--- src/rtl/mii_rx_pkg.sv ---
// Shared types and constants for the MII/GMII receive frame assembler.
// Symbols are zero-extended to a byte so both widths compare the same way.
package mii_rx_pkg;

    typedef enum logic [1:0] {
        S_IDLE,
        S_PREAMBLE,
        S_DATA,
        S_DROP
    } rx_state_t;

    localparam int ERR_RXERR   = 0;
    localparam int ERR_DRIBBLE = 1;
    localparam int ERR_SHORT   = 2;
    localparam int ERR_LONG    = 3;

    localparam logic [3:0] PRE_MII  = 4'h5;
    localparam logic [3:0] SFD_MII  = 4'hD;
    localparam logic [7:0] PRE_GMII = 8'h55;
    localparam logic [7:0] SFD_GMII = 8'hD5;

    function automatic logic [7:0] pre_sym(input int dw);
        return (dw == 4) ? {4'h0, PRE_MII} : PRE_GMII;
    endfunction

    function automatic logic [7:0] sfd_sym(input int dw);
        return (dw == 4) ? {4'h0, SFD_MII} : SFD_GMII;
    endfunction

endpackage

--- src/rtl/mii_rx_sat_counter.sv ---
// Up-counter that sticks at all-ones instead of wrapping.
module mii_rx_sat_counter #(
    parameter int W = 16
) (
    input  logic         clk,
    input  logic         rst,
    input  logic         inc,
    output logic [W-1:0] count
);

    always_ff @(posedge clk) begin
        if (rst)
            count <= '0;
        else if (inc && count != '1)
            count <= count + W'(1);
    end

endmodule

--- src/rtl/mii_rx_frame_assembler.sv ---
// Receive front end: strips preamble/SFD, packs MII nibbles or GMII bytes into
// a byte stream with sof/eof, frame length, error classification and counters.
module mii_rx_frame_assembler
    import mii_rx_pkg::*;
#(
    parameter int DW      = 4,
    parameter int MIN_LEN = 64,
    parameter int MAX_LEN = 1518,
    parameter int LEN_W   = 11,
    parameter int CNT_W   = 16
) (
    input  logic             mrx_clk_pad_i,
    input  logic             rst_i,
    input  logic [DW-1:0]    mrxd_pad_i,
    input  logic             mrxdv_pad_i,
    input  logic             mrxerr_pad_i,
    output logic [7:0]       byte_o,
    output logic             byte_vld_o,
    output logic             sof_o,
    output logic             eof_o,
    output logic             err_o,
    output logic [3:0]       err_code_o,
    output logic [LEN_W-1:0] len_o,
    output logic [CNT_W-1:0] frames_ok_o,
    output logic [CNT_W-1:0] frames_bad_o
);

    if (DW != 4 && DW != 8) begin : g_dw_check
        $error("mii_rx_frame_assembler: DW must be 4 or 8");
    end
    if ((2 ** LEN_W) <= MAX_LEN + 1) begin : g_len_check
        $error("mii_rx_frame_assembler: LEN_W cannot hold MAX_LEN+1");
    end

    localparam logic [7:0]       PRE     = pre_sym(DW);
    localparam logic [7:0]       SFD     = sfd_sym(DW);
    localparam logic [LEN_W-1:0] LEN_MAX = LEN_W'(MAX_LEN);
    localparam logic [LEN_W-1:0] LEN_SAT = LEN_W'(MAX_LEN + 1);
    localparam logic [LEN_W-1:0] LEN_MIN = LEN_W'(MIN_LEN);

    rx_state_t        state, state_nxt;
    logic [7:0]       din;
    logic [3:0]       nib_lo;
    logic             nib_pend;
    logic [7:0]       hold;
    logic             hold_vld, hold_first;
    logic [LEN_W-1:0] cnt;
    logic [3:0]       flags, end_flags;
    logic             sfd_hit, beat, frame_end, byte_done;
    logic [7:0]       byte_val;

    assign din = 8'(mrxd_pad_i);

    always_ff @(posedge mrx_clk_pad_i) begin
        if (rst_i) state <= S_IDLE;
        else       state <= state_nxt;
    end

    always_comb begin
        state_nxt = state;
        sfd_hit   = 1'b0;
        beat      = 1'b0;
        frame_end = 1'b0;
        case (state)
            S_IDLE:
                if (mrxdv_pad_i) state_nxt = S_PREAMBLE;
            S_PREAMBLE:
                if (!mrxdv_pad_i) begin
                    state_nxt = S_IDLE;
                end else if (din == SFD) begin
                    state_nxt = S_DATA;
                    sfd_hit   = 1'b1;
                end else if (din != PRE) begin
                    state_nxt = S_DROP;
                end
            S_DATA:
                if (mrxdv_pad_i) begin
                    beat = 1'b1;
                end else begin
                    frame_end = 1'b1;
                    state_nxt = S_IDLE;
                end
            S_DROP:
                if (!mrxdv_pad_i) state_nxt = S_IDLE;
            default:
                state_nxt = S_IDLE;
        endcase
    end

    always_comb begin
        byte_done = beat && (DW == 8 || nib_pend);
        byte_val  = (DW == 8) ? din : {din[3:0], nib_lo};
        end_flags = flags;
        if (nib_pend)      end_flags[ERR_DRIBBLE] = 1'b1;
        if (cnt < LEN_MIN) end_flags[ERR_SHORT]   = 1'b1;
    end

    // Completed bytes wait in 'hold' so the final one can be tagged with eof.
    always_ff @(posedge mrx_clk_pad_i) begin
        if (rst_i) begin
            nib_lo     <= '0;
            nib_pend   <= 1'b0;
            hold       <= '0;
            hold_vld   <= 1'b0;
            hold_first <= 1'b0;
            cnt        <= '0;
            flags      <= '0;
            byte_o     <= '0;
            byte_vld_o <= 1'b0;
            sof_o      <= 1'b0;
            eof_o      <= 1'b0;
            err_o      <= 1'b0;
            err_code_o <= '0;
            len_o      <= '0;
        end else begin
            byte_vld_o <= 1'b0;
            sof_o      <= 1'b0;
            eof_o      <= 1'b0;
            if (sfd_hit) begin
                cnt      <= '0;
                flags    <= '0;
                hold_vld <= 1'b0;
                nib_pend <= 1'b0;
            end
            if (beat) begin
                if (mrxerr_pad_i) flags[ERR_RXERR] <= 1'b1;
                if (DW == 4) begin
                    nib_pend <= ~nib_pend;
                    if (!nib_pend) nib_lo <= din[3:0];
                end
                if (byte_done) begin
                    if (cnt != LEN_SAT) cnt <= cnt + LEN_W'(1);
                    if (cnt < LEN_MAX) begin
                        hold       <= byte_val;
                        hold_vld   <= 1'b1;
                        hold_first <= !hold_vld;
                        if (hold_vld) begin
                            byte_o     <= hold;
                            byte_vld_o <= 1'b1;
                            sof_o      <= hold_first;
                        end
                    end else begin
                        flags[ERR_LONG] <= 1'b1;
                    end
                end
            end
            // An empty frame still reports once, as a zero byte with sof and eof.
            if (frame_end) begin
                byte_o     <= hold_vld ? hold : 8'h00;
                byte_vld_o <= 1'b1;
                sof_o      <= hold_vld ? hold_first : 1'b1;
                eof_o      <= 1'b1;
                len_o      <= cnt;
                err_code_o <= end_flags;
                err_o      <= |end_flags;
                hold_vld   <= 1'b0;
            end
        end
    end

    mii_rx_sat_counter #(.W(CNT_W)) u_cnt_ok (
        .clk   (mrx_clk_pad_i),
        .rst   (rst_i),
        .inc   (frame_end && !(|end_flags)),
        .count (frames_ok_o)
    );

    mii_rx_sat_counter #(.W(CNT_W)) u_cnt_bad (
        .clk   (mrx_clk_pad_i),
        .rst   (rst_i),
        .inc   (frame_end && (|end_flags)),
        .count (frames_bad_o)
    );

endmodule
--- config.mk ---
export PLATFORM = sky130hd
export DESIGN_NAME = mii_rx_frame_assembler
export DESIGN_NICKNAME = d
export VERILOG_FILES = /design/src/rtl/mii_rx_pkg.sv /design/src/rtl/mii_rx_sat_counter.sv /design/src/rtl/mii_rx_frame_assembler.sv
export SDC_FILE = /design/constraint.sdc
export NUM_CORES = 1
export LEC_CHECK = 0
export CAP_MARGIN = 20
export CORE_MARGIN = 8
export CORE_UTILIZATION = 47
export DETAILED_ROUTE_END_ITERATION = 7
export MAX_ROUTING_LAYER = met4
export PLACE_DENSITY = 0.85
export SYNTH_ARGS = -nofsm -noshare
export SYNTH_HDL_FRONTEND = slang
export SYNTH_SLANG_ARGS = --single-unit
--- constraint.sdc ---
create_clock -name mrx_clk_pad_i -period 2 [get_ports mrx_clk_pad_i]
set_clock_uncertainty 0.15 [all_clocks]
set_input_delay 0.3 -clock mrx_clk_pad_i [delete_from_list [all_inputs] [get_ports mrx_clk_pad_i]]
set_output_delay 0.3 -clock mrx_clk_pad_i [all_outputs]
set_load 0.005 [all_outputs]
==> summary.txt <==
From the run reports.

- The number of buffers added to fix hold violations after cts reads 0.
- The max-capacitance violation count is 0.
- The die outline width is ~100 microns.
- Across the whole layout, storage elements account for between 1500 and 2000 sq um.
- The number of routed nets with antenna violations is 0.
- The non-clock buffer instance count of the final layout reads ~120.
- The share of Yosys cell area claimed by the top area cell type is 48.2%.
- The routed length on met3 is about 430 microns.
- Per the TritonCTS log, the buffer count is 9.
- At the placement stage, the worst setup path has a slack of -276 ps.
- As reported, the later end of the worst-skew pair has a clock insertion delay of ~360 ps.
- Setup repair after global routing could not meet its margin everywhere.
- The adder and majority cell fraction of the synthesized area is about 1%.
- The die height is between 100 and 150 microns.
- The final power report lists total power as ~3.4 mW.
- The met1 wire length reads 4.25 mm.
- Per the STA report, the cell with the highest stage delay on the worst path is or4_4.
- The detailed-routed wire length on met2 is roughly 4.5 mm.
- The final critical-path required period reads 2100 ps.
- The number of H-tree levels is 3.
- The number of enable flip-flop cells is 0.
- The cell internal power dissipation is roughly 2.7 mW.
- The script extracted a net switching power of 713 uW.
- The total clock sinks is roughly 89.
- The power per unit of standard cell area reads 645 nW/um^2.
- The highest supply drop recorded on VDD is around 0.44 mV.
- The most frequently placed logic cell in the final layout reads dfxtp_1.
- The combinational logic power reads approximately 100 uW.
- The switching share of power reads 21.0%.
- The met1 track demand over resource is slightly above 20%.
- The number of nets at floorplan is roughly 430.
- The area of the chip is roughly 11,000 sq um.
- The largest net degree at the start of global routing reads around 55.
- Once the clock tree was built, the resizer swapped 7 gates to a different size.
- The clock network accounts for around 45% of the total power.
- The part of the Yosys area used for sequential elements reads approximately 48%.
- The class occupying the most area after layout is reported as logic gates.
- The core utilization before placement reads between 40% and 50%.
- The remaining global-route overflow is 0.
- The buffer depth of the longest clock path is 2.
- The via count normalized by instance count is 5.22.
- The residual DRC count is 0.
- The count of final setup violators reads 6.
- The tally of clock buffers in the finished layout reads 10.
- The slack of the critical path is -96.3 ps.
- The cell count in the Yosys report is 420.
- The run finished, with violations left.
- The number of buffer and inverter stages on the critical path reads 0.
- The area growth from synthesis to layout is 42.8%.
- The final weighted congestion in routability-driven placement is between 0.7 and 0.8.
- The portion of total power attributed to combinational logic is 3.1%.
- TritonCTS built the clock tree.
- Looking at the setup timing report, the critical path kind is reg -> reg.
- The clock network power reported by the tool is 1.52 mW.
- The number of multi-input combinational cells reads a little over 300.
- The tally of unique sky130hd cells used after synthesis reads 47.
- At the worst endpoint, the required time is 2100 ps.
- After detailed placement, the total cell area comes to about 4800 sq um.
- The total count of max-transition violations in the final report is 0.
- The proportion of synthesized flip-flops having asynchronous set or reset is 0%.
- The placeable core area is just under 8000 sq um.
- The fraction of area in clock buffers and inverters is between 4 and 5%.
- Clock tree synthesis selected as its root buffer the cell clkbuf_8.
- The gate count of the mapped netlist is approximately 420.
- The final sequential cell count reads a little under 90.
- The yosys synthesis chip area is roughly 3700 sq um.
- The largest combinational cell category by area reads simple AND/OR/NAND/NOR gates.
- The top cell family by delay on the critical path is simple AND/OR/NAND/NOR gates.
- The checks that failed: setup timing.
- Multi-input gates account for a little under two fifths of the area.
- The routing usage on met2 is between 20% and 30%.
- The most critical hold endpoint after final layout shows a slack of ~220 ps.
- The register fraction of the total cell area reads 33.9%.
- The hold violation total from the final report reads 0.
- The data-path buffer share of cell area in the final layout reads about a fifth.
- The type of the tightest min-delay check is in -> reg.
- The tightest slew margin relative to the limit is 63.9%.
- The tool warning count is 29.
- The final HPWL from detailed placement is roughly 6.4 mm.
- The register bit count reported by yosys is just under 90.
- During tapcell insertion the tool placed a little over 100 well taps.
- The cell type with the largest total area reads dfxtp_1.
- The biggest cell delay along the critical path is 550 ps.
- The total setup buffers inserted after CTS is 2.
- The layout summary lists the proportion of cells stronger than drive strength 1 as 20.4%.
- The busiest metal layer after global routing reads met2.
- The sum of negative setup slack is -224 ps.
- The report lists the cells along the critical path as or4_4, o21ai_2, nand2_2, nor4b_4, nand3_2, mux2_4.
- For reference, the top cells by count after synthesis are dfxtp_1 (89), nor2_1 (61), nand2_1 (58), a21oi_1 (29), xnor2_1 (19).
-- state kept, by name (all words and copies together), names as in the netlist --
register and flops:
u_cnt_bad.count 16, u_cnt_ok.count 16, cnt 11, len_o 11, byte_o 8, hold 8
err_code_o 4, nib_lo 4, flags 2, state 2, byte_vld_o 1, eof_o 1
err_o 1, hold_first 1, hold_vld 1, nib_pend 1, sof_o 1
-- worst paths after layout --
| kind | end | startpoint | depth (start not counted) |
|---|---|---|---|
| hold reg to reg | nib_lo[1] | nib_lo[1] | 2 |
| setup reg to reg | u_cnt_bad.count[12] | cnt[7] | 6 |
| setup / recovery | u_cnt_bad.count[12] | cnt[7] | 6 |
| hold / removal | state[0] | rst_i | 4 |
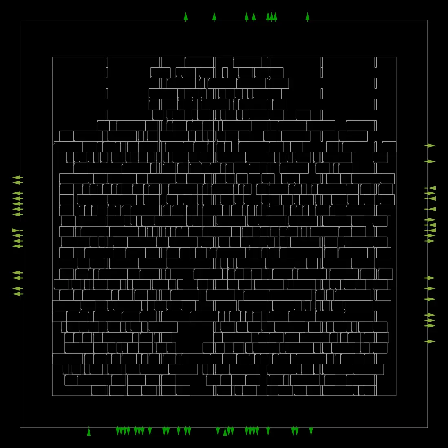
(images/placed.png)
Cell Rows: 32
final design utilization: 68.6%
fill cell count: 579

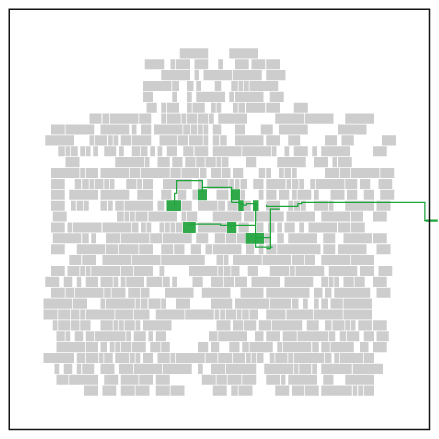
(images/port_trees.png)
Scale: 4 px per micron.
Green is mrxdv_pad_i, bits 1, direction input, end cells 8, buffers 2, wire 130 microns.
I/O pin cnt: 67
number of input and output port buffers inserted: 66

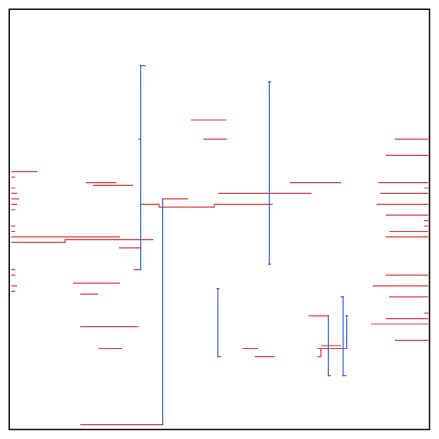
(images/layers.png)
Scale: 4 px per micron. Two of the layers only.
Blue is M4, wire length 213 microns. Red is M3, wire length 434 microns.
Routed WL per cell: 14.6 microns
total wire length after detailed routing: 9.38 mm
routed via count: 3,348
overall routing resource usage: 17.4%

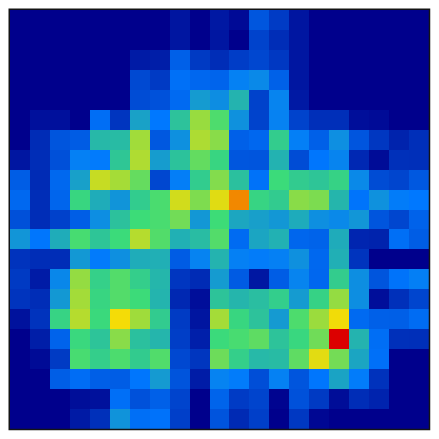
(images/route_heat.png)
Scale: 4 px per micron. 21 x 21 tiles, from dark blue (low) to red (high), scaled to the fullest tile. Values are wire area over tile area, all layers added.
The mean over all tiles is 0.14. 11% of the tiles are over half the peak. The fullest tile reaches 0.61. The densest ninth of the die: center.

Power is estimated from default activity; no workload was simulated.
